<file path="src/rtl/vec_pkg.sv">
// Shared definitions for the vector ALU writeback stage: opcodes, flag
// bit positions and the skid-buffer state encoding.
package vec_pkg;

  localparam logic [2:0] OP_MUL = 3'b000;
  localparam logic [2:0] OP_SUB = 3'b001;
  localparam logic [2:0] OP_ADD = 3'b010;
  localparam logic [2:0] OP_SET = 3'b111;

  localparam int FLAG_C = 0;
  localparam int FLAG_Z = 1;
  localparam int FLAG_N = 2;
  localparam int FLAG_V = 3;

  typedef enum logic [1:0] {
    EMPTY = 2'd0,
    ONE   = 2'd1,
    FULL  = 2'd2
  } skid_state_t;

  function automatic logic is_legal_op(input logic [2:0] op);
    return (op == OP_MUL) || (op == OP_SUB) || (op == OP_ADD) || (op == OP_SET);
  endfunction

endpackage

</file>
<file path="src/rtl/vec_flag_reduce.sv">
// Combinational beat processing: illegal-opcode decode, scalar lane
// squashing, lane write mask and reduction of lane flags into one nibble.
module vec_flag_reduce
  import vec_pkg::*;
#(
  parameter int WIDTH = 8,
  parameter int LANES = 4
) (
  input  logic [LANES*WIDTH-1:0] result,
  input  logic [LANES*4-1:0]     flags,
  input  logic [2:0]             opcode,
  input  logic                   scalar,
  output logic [LANES*WIDTH-1:0] data,
  output logic [LANES-1:0]       mask,
  output logic [3:0]             flags_out,
  output logic                   illegal
);

  logic red_c, red_z, red_n, red_v;

  // Squash/mask the lanes and reduce flags; illegal beats carry nothing.
  always_comb begin
    data      = '0;
    mask      = '0;
    flags_out = '0;
    illegal   = !is_legal_op(opcode);
    red_c     = 1'b0;
    red_z     = 1'b1;
    red_n     = 1'b0;
    red_v     = 1'b0;
    for (int i = 0; i < LANES; i++) begin
      red_c = red_c | flags[i*4+FLAG_C];
      red_z = red_z & flags[i*4+FLAG_Z];
      red_n = red_n | flags[i*4+FLAG_N];
      red_v = red_v | flags[i*4+FLAG_V];
    end
    if (!illegal) begin
      if (scalar) begin
        // Only lane 0 is copied so undriven upper lanes never reach the file.
        data[WIDTH-1:0] = result[WIDTH-1:0];
        mask[0]         = 1'b1;
        flags_out       = flags[3:0];
      end else begin
        data              = result;
        mask              = '1;
        flags_out[FLAG_C] = red_c;
        flags_out[FLAG_Z] = red_z;
        flags_out[FLAG_N] = red_n;
        flags_out[FLAG_V] = red_v;
      end
    end
  end

endmodule

</file>
<file path="src/rtl/vec_alu_writeback.sv">
// Writeback stage: processes each accepted ALU beat, stores it in a
// 2-entry skid buffer (head = output regs, second = skid entry) and keeps
// sticky overflow/illegal-opcode status for the control unit.
module vec_alu_writeback
  import vec_pkg::*;
#(
  parameter int WIDTH  = 8,
  parameter int LANES  = 4,
  parameter int ADDR_W = 4
) (
  input  logic                   clk,
  input  logic                   rst,
  input  logic                   in_valid,
  output logic                   in_ready,
  input  logic [LANES*WIDTH-1:0] in_result,
  input  logic [LANES*4-1:0]     in_flags,
  input  logic [2:0]             in_opcode,
  input  logic                   in_scalar,
  input  logic [ADDR_W-1:0]      in_dest,
  output logic                   out_valid,
  input  logic                   out_ready,
  output logic [LANES*WIDTH-1:0] out_data,
  output logic [LANES-1:0]       out_mask,
  output logic [ADDR_W-1:0]      out_dest,
  output logic [3:0]             out_flags,
  input  logic                   sticky_clr,
  output logic                   sticky_ovf,
  output logic                   sticky_err
);

  localparam int BEAT_W = LANES*WIDTH + LANES + ADDR_W + 4;

  skid_state_t state, state_next;

  logic [LANES*WIDTH-1:0] proc_data;
  logic [LANES-1:0]       proc_mask;
  logic [3:0]             proc_flags;
  logic                   proc_illegal;
  logic [BEAT_W-1:0]      beat_new, head_q, skid_q;
  logic                   accept, emit;
  logic                   load_head, head_from_skid, load_skid;
  logic                   in_ready_q;

  vec_flag_reduce #(
    .WIDTH (WIDTH),
    .LANES (LANES)
  ) u_reduce (
    .result    (in_result),
    .flags     (in_flags),
    .opcode    (in_opcode),
    .scalar    (in_scalar),
    .data      (proc_data),
    .mask      (proc_mask),
    .flags_out (proc_flags),
    .illegal   (proc_illegal)
  );

  assign beat_new  = {proc_data, proc_mask, in_dest, proc_flags};
  assign in_ready  = in_ready_q;
  assign out_valid = (state != EMPTY);
  assign accept    = in_valid & in_ready_q;
  assign emit      = out_valid & out_ready;
  assign {out_data, out_mask, out_dest, out_flags} = head_q;

  // Skid next-state and entry load selection.
  always_comb begin
    state_next     = state;
    load_head      = 1'b0;
    head_from_skid = 1'b0;
    load_skid      = 1'b0;
    unique case (state)
      EMPTY: begin
        if (accept) begin
          state_next = ONE;
          load_head  = 1'b1;
        end
      end
      ONE: begin
        if (emit && accept) begin
          load_head = 1'b1;
        end else if (emit) begin
          state_next = EMPTY;
        end else if (accept) begin
          state_next = FULL;
          load_skid  = 1'b1;
        end
      end
      FULL: begin
        if (emit) begin
          state_next     = ONE;
          load_head      = 1'b1;
          head_from_skid = 1'b1;
        end
      end
      default: state_next = EMPTY;
    endcase
  end

  // State, registered in_ready and the two buffer entries.
  always_ff @(posedge clk or posedge rst) begin
    if (rst) begin
      state      <= EMPTY;
      in_ready_q <= 1'b1;
      head_q     <= '0;
      skid_q     <= '0;
    end else begin
      state      <= state_next;
      in_ready_q <= (state_next != FULL);
      if (load_head) head_q <= head_from_skid ? skid_q : beat_new;
      if (load_skid) skid_q <= beat_new;
    end
  end

  // Sticky status: a set at accept overrides a same-cycle clear.
  always_ff @(posedge clk or posedge rst) begin
    if (rst) begin
      sticky_ovf <= 1'b0;
      sticky_err <= 1'b0;
    end else begin
      sticky_ovf <= (sticky_ovf & ~sticky_clr) | (accept & proc_flags[FLAG_V]);
      sticky_err <= (sticky_err & ~sticky_clr) | (accept & proc_illegal);
    end
  end

endmodule

</file>
<file path="config.mk">
export PLATFORM = sky130hd
export DESIGN_NAME = vec_alu_writeback
export DESIGN_NICKNAME = d
export VERILOG_FILES = /design/src/rtl/vec_pkg.sv /design/src/rtl/vec_flag_reduce.sv /design/src/rtl/vec_alu_writeback.sv
export SDC_FILE = /design/constraint.sdc
export NUM_CORES = 1
export LEC_CHECK = 0
export CAP_MARGIN = 40
export CORE_ASPECT_RATIO = 0.9
export CORE_MARGIN = 3
export CORE_UTILIZATION = 48
export DETAILED_ROUTE_END_ITERATION = 10
export PLACE_DENSITY_LB_ADDON = 0.25
export SYNTH_ARGS = -nofsm -noshare
export SYNTH_HDL_FRONTEND = slang
export SYNTH_SLANG_ARGS = --single-unit
</file>
<file path="constraint.sdc">
create_clock -name clk -period 3.25 [get_ports clk]
set_input_delay 0.325 -clock clk [delete_from_list [all_inputs] [get_ports clk]]
set_output_delay 0.325 -clock clk [all_outputs]
set_load 0.005 [all_outputs]
</file>
==> run_results.csv <==
group,metric,value,unit
min_path,worstHoldPathType,"primary input to asynchronous set/reset pin",
yosys,aoi_share,23.70,%
worst_setup_path,startpoint_type,"primary input",
grt,grt_pass1_wl,16410,um
place,dp_cells,559,
yosys,synth.distinct_cells,46,
cts,clk_pin_slew_worst_paths,0.10,ns
drt,drtIter0Drc,213,
worst_setup_path,critical_path.max_fanout,25,
yosys,synth-edff-count,0,
worst_setup_path,startpoint,"in_scalar",
timing,hold_ws,0.3770,ns
cts,post_cts_buffers,0,
timing,finalSetupTns,0,ns
worst_setup_path,r2r_slack,1.28,ns
worst_setup_path,r2r-end,"head_q[38]$_DFFE_PP0P_",
timing,period_used_share,61.53,%
grt,track_usage,22.00,%
yosys,synth.largest_area_cell,"dfrtp_1",
power_and_ir_drop,finalPower,0.003925,W
grt,antenna_found_initial,0,
yosys,topCellsByArea,"dfrtp_1 55%, o21ai_0 9.2%, o221ai_1 6.1%, mux2_4 3.7%, inv_1 3.2%",
yosys,mux_share,4.529,%
grt,grt_pass1_vias,3306,
cts,cts_tree,"yes",
yosys,yosys-stat-area,0.004034,mm^2
timing,finClkSkew,0.01881,ns
drt,drtPass1Iterations,5,
timing,rsz0062_at_grt,"false",
drt,wl_met2,4938,um
die,die_x,102.6,um
power_and_ir_drop,pg_clk,0.000853,W
worst_setup_path,endpoint_kind,"register",
run_status,status,"finished clean",
yosys,yosys-top-cells-count,"88 x dfrtp_1, 74 x o21ai_0, 34 x inv_1, 30 x nand2_1, 28 x o221ai_1",
power_and_ir_drop,power_leader,"sequential cells",
cts,cts_root_buffer,"clkbuf_8",
yosys,ys_sh_adder,0,%
timing,hold_violations,0,
layout,nNetsFinal,532,
worst_setup_path,crit_path_end,"head_q[27]$_DFFE_PP0P_",
drt,top_layer_used,"met4",
timing,setup_violations,0,
==> worst max-delay path, cell delays in order <==
cell	delay, ns
clkdlybuf4s50_1	0.54
and4b_1	0.88
o21ai_0	0.27
o221ai_1	0.24
==> cell type report <==
class	instances	area, um^2	share of cell area, %
Inverter	34	128.9	2.400
Clock buffer	10	137.6	2.563
Sequential cell	89	2228	41.50
Multi-Input combinational cell	222	1516	28.24
Clock inverter	6	88.84	1.654
Timing Repair Buffer	115	1146	21.34
Tap cell	99	123.9	2.307
==> sequential cells by signal (all words and copies together), names as in the netlist <==
register    count
head_q         42
skid_q         42
state           2
in_ready        1
sticky_err      1
sticky_ovf      1
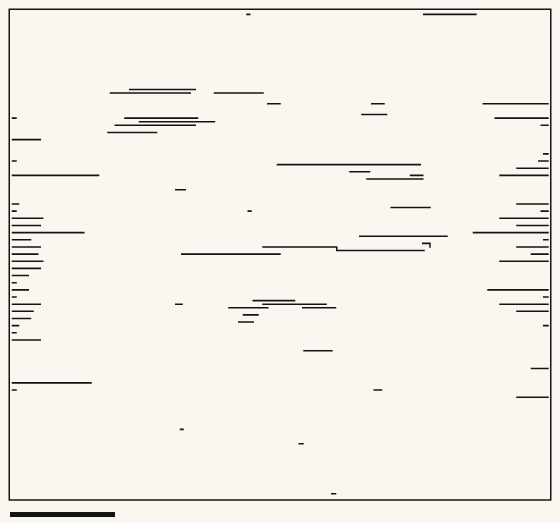
(M3 wires)
The bar under the picture is 20 um long.
main direction: horizontal
share of all routed wire: 5.3%
drt total wl: 10,030 um
vias after detailed routing: 3,311
met3 Usage GRT: 3.057%

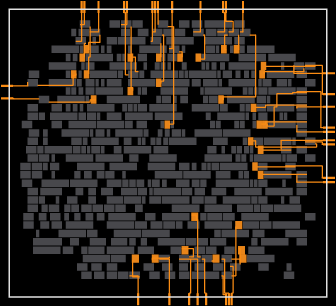
(I/O nets highlighted)
[orange] in_result | direction: input | edge: 13 top, 9 right, 8 bottom, 2 left | end cells: 32 | buffers: 32 | wire: 783 um
port buffer count: 108
number of I/O pins: 109

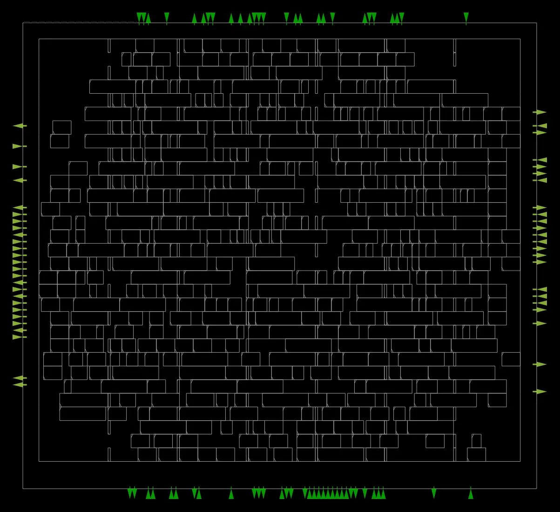
(placed standard cells)
Row Count: 31
Tapcell Cnt: 99
non-filler instance count after layout: 575

